Run 1, a small window of the routed layout:
Window x 99 to 119, y 30 to 50 um. Cells in grey, sequential cells in the stronger grey; small squares are vias.
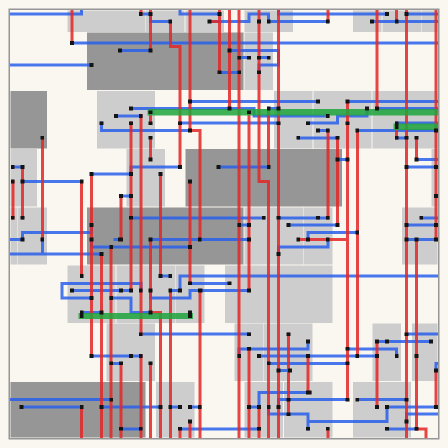
Run 1, clock wires, drivers and flops:
Scale: 1.5 px per um.
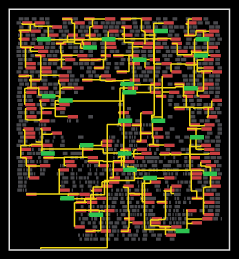
Run 1, metal 4:
Scale: 2 px per um. Cells faint in the background.
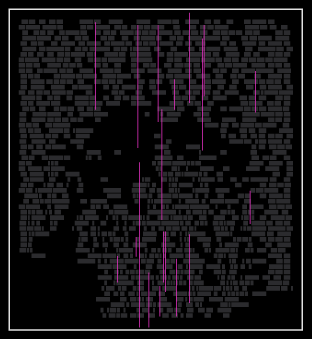
$ cat src/rtl/vai_mmio_initiator.sv
// Host-side CCI-P MMIO initiator: one outstanding read or posted write, tid tagged,
// read responses matched by tid, with a response timeout and stale/timeout counters.
module vai_mmio_initiator #(
   parameter int TIMEOUT_CYCLES = 512,
   parameter int ADDR_WIDTH     = 16,
   parameter int TID_WIDTH      = 9
) (
   input  logic                  clk,
   input  logic                  reset,
   input  logic                  cmd_valid,
   output logic                  cmd_ready,
   input  logic                  cmd_write,
   input  logic [ADDR_WIDTH-1:0] cmd_addr,
   input  logic [63:0]           cmd_wdata,
   output logic                  mmio_rd_valid,
   output logic                  mmio_wr_valid,
   output logic [ADDR_WIDTH-1:0] mmio_addr,
   output logic [TID_WIDTH-1:0]  mmio_tid,
   output logic [63:0]           mmio_data,
   input  logic                  rsp_valid,
   input  logic [TID_WIDTH-1:0]  rsp_tid,
   input  logic [63:0]           rsp_data,
   output logic                  done_valid,
   output logic [63:0]           done_data,
   output logic                  done_err,
   output logic [15:0]           stale_cnt,
   output logic [15:0]           timeout_cnt
);

   localparam int WAIT_W = $clog2(TIMEOUT_CYCLES) + 1;

   typedef enum logic [1:0] {IDLE, ISSUE, WAIT_RSP} state_t;

   state_t               state, state_next;
   logic [TID_WIDTH-1:0] tid_ctr;
   logic [WAIT_W-1:0]    wait_ctr;
   logic                 is_write;
   logic                 accept, rsp_match, rsp_stale, timeout, wr_done;

   always_ff @(posedge clk) begin
      if (reset) state <= IDLE;
      else       state <= state_next;
   end

   always_comb begin
      state_next = state;
      cmd_ready  = 1'b0;
      accept     = 1'b0;
      rsp_match  = 1'b0;
      rsp_stale  = 1'b0;
      timeout    = 1'b0;
      wr_done    = 1'b0;
      case (state)
         IDLE: begin
            cmd_ready = !reset;
            rsp_stale = rsp_valid;
            if (cmd_valid && !reset) begin
               accept     = 1'b1;
               state_next = ISSUE;
            end
         end
         ISSUE: begin
            rsp_stale  = rsp_valid;
            wr_done    = is_write;
            state_next = is_write ? IDLE : WAIT_RSP;
         end
         WAIT_RSP: begin
            // A match in the final wait cycle takes priority over the timeout.
            if (rsp_valid && rsp_tid == mmio_tid) begin
               rsp_match  = 1'b1;
               state_next = IDLE;
            end else begin
               rsp_stale = rsp_valid;
               if (wait_ctr == WAIT_W'(TIMEOUT_CYCLES - 1)) begin
                  timeout    = 1'b1;
                  state_next = IDLE;
               end
            end
         end
         default: state_next = IDLE;
      endcase
   end

   // wait_ctr starts at the strobe cycle so the timeout completes at cycle 1+TIMEOUT_CYCLES.
   always_ff @(posedge clk) begin
      if (reset) begin
         tid_ctr       <= '0;
         wait_ctr      <= '0;
         is_write      <= 1'b0;
         mmio_rd_valid <= 1'b0;
         mmio_wr_valid <= 1'b0;
         mmio_addr     <= '0;
         mmio_tid      <= '0;
         mmio_data     <= '0;
         done_valid    <= 1'b0;
         done_data     <= '0;
         done_err      <= 1'b0;
         stale_cnt     <= '0;
         timeout_cnt   <= '0;
      end else begin
         mmio_rd_valid <= accept && !cmd_write;
         mmio_wr_valid <= accept && cmd_write;
         done_valid    <= wr_done || rsp_match || timeout;

         if (accept) begin
            is_write  <= cmd_write;
            mmio_addr <= cmd_addr & ~ADDR_WIDTH'(1);
            mmio_tid  <= tid_ctr;
            mmio_data <= cmd_write ? cmd_wdata : 64'd0;
            tid_ctr   <= tid_ctr + TID_WIDTH'(1);
            wait_ctr  <= '0;
         end else if (state != IDLE) begin
            wait_ctr <= wait_ctr + WAIT_W'(1);
         end

         if (wr_done) begin
            done_data <= 64'd0;
            done_err  <= 1'b0;
         end else if (rsp_match) begin
            done_data <= rsp_data;
            done_err  <= 1'b0;
         end else if (timeout) begin
            done_data <= {64{1'b1}};
            done_err  <= 1'b1;
         end

         if (rsp_stale && stale_cnt != 16'hFFFF)
            stale_cnt <= stale_cnt + 16'd1;
         if (timeout && timeout_cnt != 16'hFFFF)
            timeout_cnt <= timeout_cnt + 16'd1;
      end
   end

endmodule

$ cat config.mk
export PLATFORM = sky130hd
export DESIGN_NAME = vai_mmio_initiator
export DESIGN_NICKNAME = d
export VERILOG_FILES = /design/src/rtl/vai_mmio_initiator.sv
export SDC_FILE = /design/constraint.sdc
export NUM_CORES = 1
export LEC_CHECK = 0
export CAP_MARGIN = 20
export CORE_ASPECT_RATIO = 1.1
export CORE_MARGIN = 4
export CORE_UTILIZATION = 38
export CTS_CLUSTER_DIAMETER = 200
export DETAILED_ROUTE_END_ITERATION = 16
export PLACE_DENSITY = 0.77
export SETUP_SLACK_MARGIN = 0.3
export SLEW_MARGIN = 10
export SYNTH_ARGS = -nofsm -noshare
export SYNTH_HDL_FRONTEND = slang
export SYNTH_SLANG_ARGS = --single-unit
$ cat constraint.sdc
create_clock -name clk -period 4.75 [get_ports clk]
set_input_delay 0.475 -clock clk [delete_from_list [all_inputs] [get_ports clk]]
set_output_delay 0.475 -clock clk [all_outputs]
set_load 0.01 [all_outputs]
==> run summary, run 1 <==
impl run done, here's what came out: status=finished clean, combinational power share=0.095, total grt overflow=0, Die Span Y=159.6 um, CP max-delay cell=o21ai_4, most frequent cell after synthesis=dfxtp_1, crit path capture=done_data[40]$_SDFFE_PP0P_, fraction of registers with async set/reset=0, worst slew pin tran=1.021 ns, Slew Viols, Final=0, total leakage power=around 4.4 nW, Area Growth Syn to Fin=54.38%, Die Wd=145.8 um, initial drt markers=roughly 420, EDFF count, synth=0, Psw=910.3 uW, final hold violation count=0, Hold Path End=mmio_data[1]$_SDFFE_PP0P_, # Taps=256, Pwr Density=roughly 330 mW/mm2, final RePlAce weighted congestion=0.8400, CTS root buf=clkbuf_16, Placed Area=between 0.01 and 0.015 mm2, comb_multi_in=462, fraction of layout instances using a drive strength above 1=0.1271, fin crit period=about 2.8 ns, most numerous logic cells after layout=clkdlybuf4s50_1 (344), dfxtp_1 (210), a22o_1 (64), o221a_2 (64), nand2_1 (47), ys flop type=dfxtp_1, met2 WL post-DR=between 10 and 15 mm, critical path launch point=wait_ctr[0]$_SDFFE_PP0P_, GR peak layer=met2, Synth area leaders=dfxtp_1 (53%), o221a_2 (9.1%), a22o_1 (7.1%), post-route cell area=0.01225 mm2, Max power group=sequential cells, top sig layer=met4, Vias per Instance=5.270, element type at the critical path end=register, Routed WL per cell=18.26 um, register share of total power=0.460, Core Util, Final=0.5954, Syn. warnings=0, top cell type's share of synthesized area=0.5297, Post-Syn Area per Cell=10.68 um2, H-tree depth=1, TritonRoute pass-1 iters=5, Main logic family=AND-OR/OR-AND gates, comb. cell area=between 0.003 and 0.004 mm2, initial antenna violation count=0, met3 GRT Util=0.06092, area fraction in mux cells=0.01545, CTS resizes=0, Final #Nets=roughly 1200, row cnt=55, Crit Path Category=register to register, DPL Wire Length=17.62 mm, Clock Skew=0.01153 ns, critical-path cell list=ha_1, and4_1, and4b_1, inv_1, o21ai_4, buf_4, o221a_2, inverter count=9, # Post-CTS Setup Buffers=0, clkbuf count=33, Die ar.=0.02326 mm2, critical path depth=7, Metal-1 WL=9.740 mm, Layout fillers=1736, Setup violations, final=0, grt met2 use=0.3440, flip-flops=~210, All-Layer GR Usage=0.1975, sequential share of cell area=0.3431, Synth Area in Simple Gates=0.1506, hold_sp=mmio_data[1]$_SDFFE_PP0P_, CP bufs+invs=2, CTS tree=yes, OpenROAD warning count=27, Post-CTS Hold Fix Bufs=0, Synth Seq Share=0.5297, buffers outside the clock class=approximately 350, overall power=4.002 mW, Non-clock buffer share=0.2870, final setup TNS=0 ns, fmax=0.3515 GHz, post-route ant nets=0, Syn Nets=905, clk cell area share=0.06291, vias in the first global route=6841, Comb group=around 380 uW, largest net degree at the start of global routing=66, # DRC=0, pre-CTS setup slack=1.430 ns, Post-Synth Adder-Cell Area=0.006306, Worst R2R End=done_data[40]$_SDFFE_PP0P_, Synth Instances=~740, first-pass GRT wire length=38.00 mm, switching share of power=0.2274, Std-Cell Core Area=0.02058 mm2, DP Cell Count=1291, largest class=registers, R2R depth=7, hold_ws=0.4690 ns, Slew headroom=0.3177, Sink Count=210, MaxCap Viol Count=0, CTS Buf Count=24, met1 Use GR=0.2316, Ant. Diodes=0, Yosys Chip Area=about 0.0079 mm2, max incr delay on CP=around 0.76 ns, distinct cell type count after synthesis=around 54, Startpoint Class=register, met3 routed WL=1.946 mm, largest registers=done_data (64), mmio_data (64), yosys xor share=0.02759, CTS Buffer Depth=3, Reg2Reg Launch Point=wait_ctr[0]$_SDFFE_PP0P_, post-layout period usage=0.5990, IO Port Bufs=345, cell taking the most area after synthesis=dfxtp_1, final setup margin=1.905 ns, Max VDD drop=0.2074 mV, io pins=348, Data arrival, critical path=3.30 ns, Netlist Area Pre-Place=0.007936 mm2, fraction of area in multi-input gates=0.2781, synth cell count leaders=dfxtp_1 (210), a22o_1 (64), o221a_2 (64), nand2_1 (47), Flop area=roughly 0.0042 mm2, non-filler cells in the finished layout=1334, Commonest Layout Cell=clkdlybuf4s50_1, ys cells=743, Worst path top cell family by delay=AND-OR/OR-AND gates, Yosys reg bits=210, WHS Path Cells=1, clock-pin slew on the worst setup and hold paths=approximately 0.06 ns
## Picture notes: 'a small window of the routed layout'
layer	colour
metal 3	green
metal 2	red
metal 1	blue
cells with their middle in the window	26
sequential cells in the window	4
netlist names of flops here include	timeout_cnt (4)
most frequent	nand2_1 (5), dfxtp_1 (4)

## Picture notes: 'clock wires, drivers and flops'
[flip-flops] red | count: 210
[clock wires] yellow | length: 2670 um
[clock drivers] green | count: 24
routed clock nets	25
flops lie	widely spread
Latency at later pin: 0.51 ns
Clock power frac: 0.445

## Picture notes: 'metal 4'
longest straight run	82.3 um
share of all routed wire	2.7%
main direction	vertical
nets with wire on the layer	14
wire length on this layer	660 um
routed via count: 7030
drt total wl: 24.35 mm

Run 1, track usage over the die:
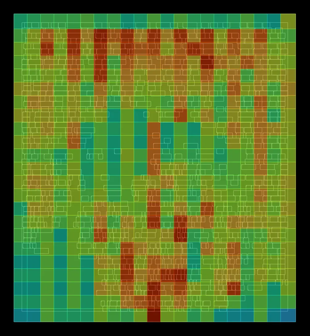

## Run 2: what changed since run 1
- clock period: 4.75 -> 2.75 ns (I/O delays scaled with it)
Run 2, track usage over the die:
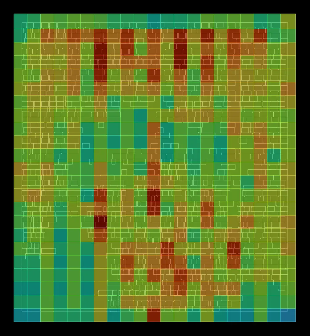
GR peak layer: met2
Routed WL per cell: 18.32 um
grt met2 use: 0.3497

==> run 2 against run 1 <==
- global-route usage grew 0.11 points
- synthesized cell count is the same
- utilization grew 0.30 points
==> run summary, run 2 <==
impl run done, here's what came out: Slew Viols, Final=0, distinct cell type count after synthesis=around 54, total leakage power=4.425 nW, EDFF count, synth=0, final hold violation count=0, Synth area leaders=dfxtp_1 (53%), o221a_2 (9.1%), a22o_1 (7.1%), MaxCap Viol Count=0, CTS Buf Count=24, final setup margin=0.4279 ns, largest registers=done_data (64), mmio_data (64), Area Growth Syn to Fin=55.15%, area fraction in mux cells=0.01545, first-pass GRT wire length=about 39 mm, Metal-1 WL=roughly 9.8 mm, synth cell count leaders=dfxtp_1 (210), a22o_1 (64), o221a_2 (64), nand2_1 (47), Sink Count=210, Layout fillers=1711, flip-flops=210, crit path capture=cmd_ready, register share of total power=0.460, drt total wl=24.46 mm, Flop area=0.004204 mm2, Syn Nets=905, DPL Wire Length=about 18 mm, Clock Skew=0.01357 ns, critical path depth=3, Final #Nets=between 1000 and 1500, CTS root buf=clkbuf_16, fraction of area in multi-input gates=0.2767, element type at the critical path end=primary output, IO Port Bufs=345, largest class=registers, CP max-delay cell=clkdlybuf4s50_1, Post-Syn Area per Cell=between 10 and 15 um2, largest net degree at the start of global routing=67, hold_sp=reset, Yosys Chip Area=approximately 0.0079 mm2, row cnt=55, clkbuf count=29, initial antenna violation count=0, buffers outside the clock class=359, yosys xor share=0.02759, CP bufs+invs=1, Syn. warnings=0, status=finished clean, ys cells=743, All-Layer GR Usage=0.1986, post-layout period usage=0.8444, DP Cell Count=around 1300, overall power=6.912 mW, cell taking the most area after synthesis=dfxtp_1, fraction of layout instances using a drive strength above 1=0.1297, Post-CTS Hold Fix Bufs=0, Std-Cell Core Area=0.02058 mm2, Synth Instances=~740, TritonRoute pass-1 iters=4, Reg2Reg Launch Point=stale_cnt[0]$_SDFFE_PP0P_, ys flop type=dfxtp_1, # DRC=0, met2 WL post-DR=~12 mm, io pins=approximately 350, met3 routed WL=1.878 mm, non-filler cells in the finished layout=1335, fmax=0.4306 GHz, sequential share of cell area=0.3414, Startpoint Class=register, top sig layer=met4, OpenROAD warning count=27, Netlist Area Pre-Place=about 0.0079 mm2, Post-Synth Adder-Cell Area=0.006306, Comb group=659 uW, hold_ws=0.3254 ns, WHS Path Cells=3, H-tree depth=1, inverter count=9, comb_multi_in=462, Worst path top cell family by delay=buffers and inverters, fraction of registers with async set/reset=0, Clock power frac=0.445
Power and IR drop assume default switching activity.
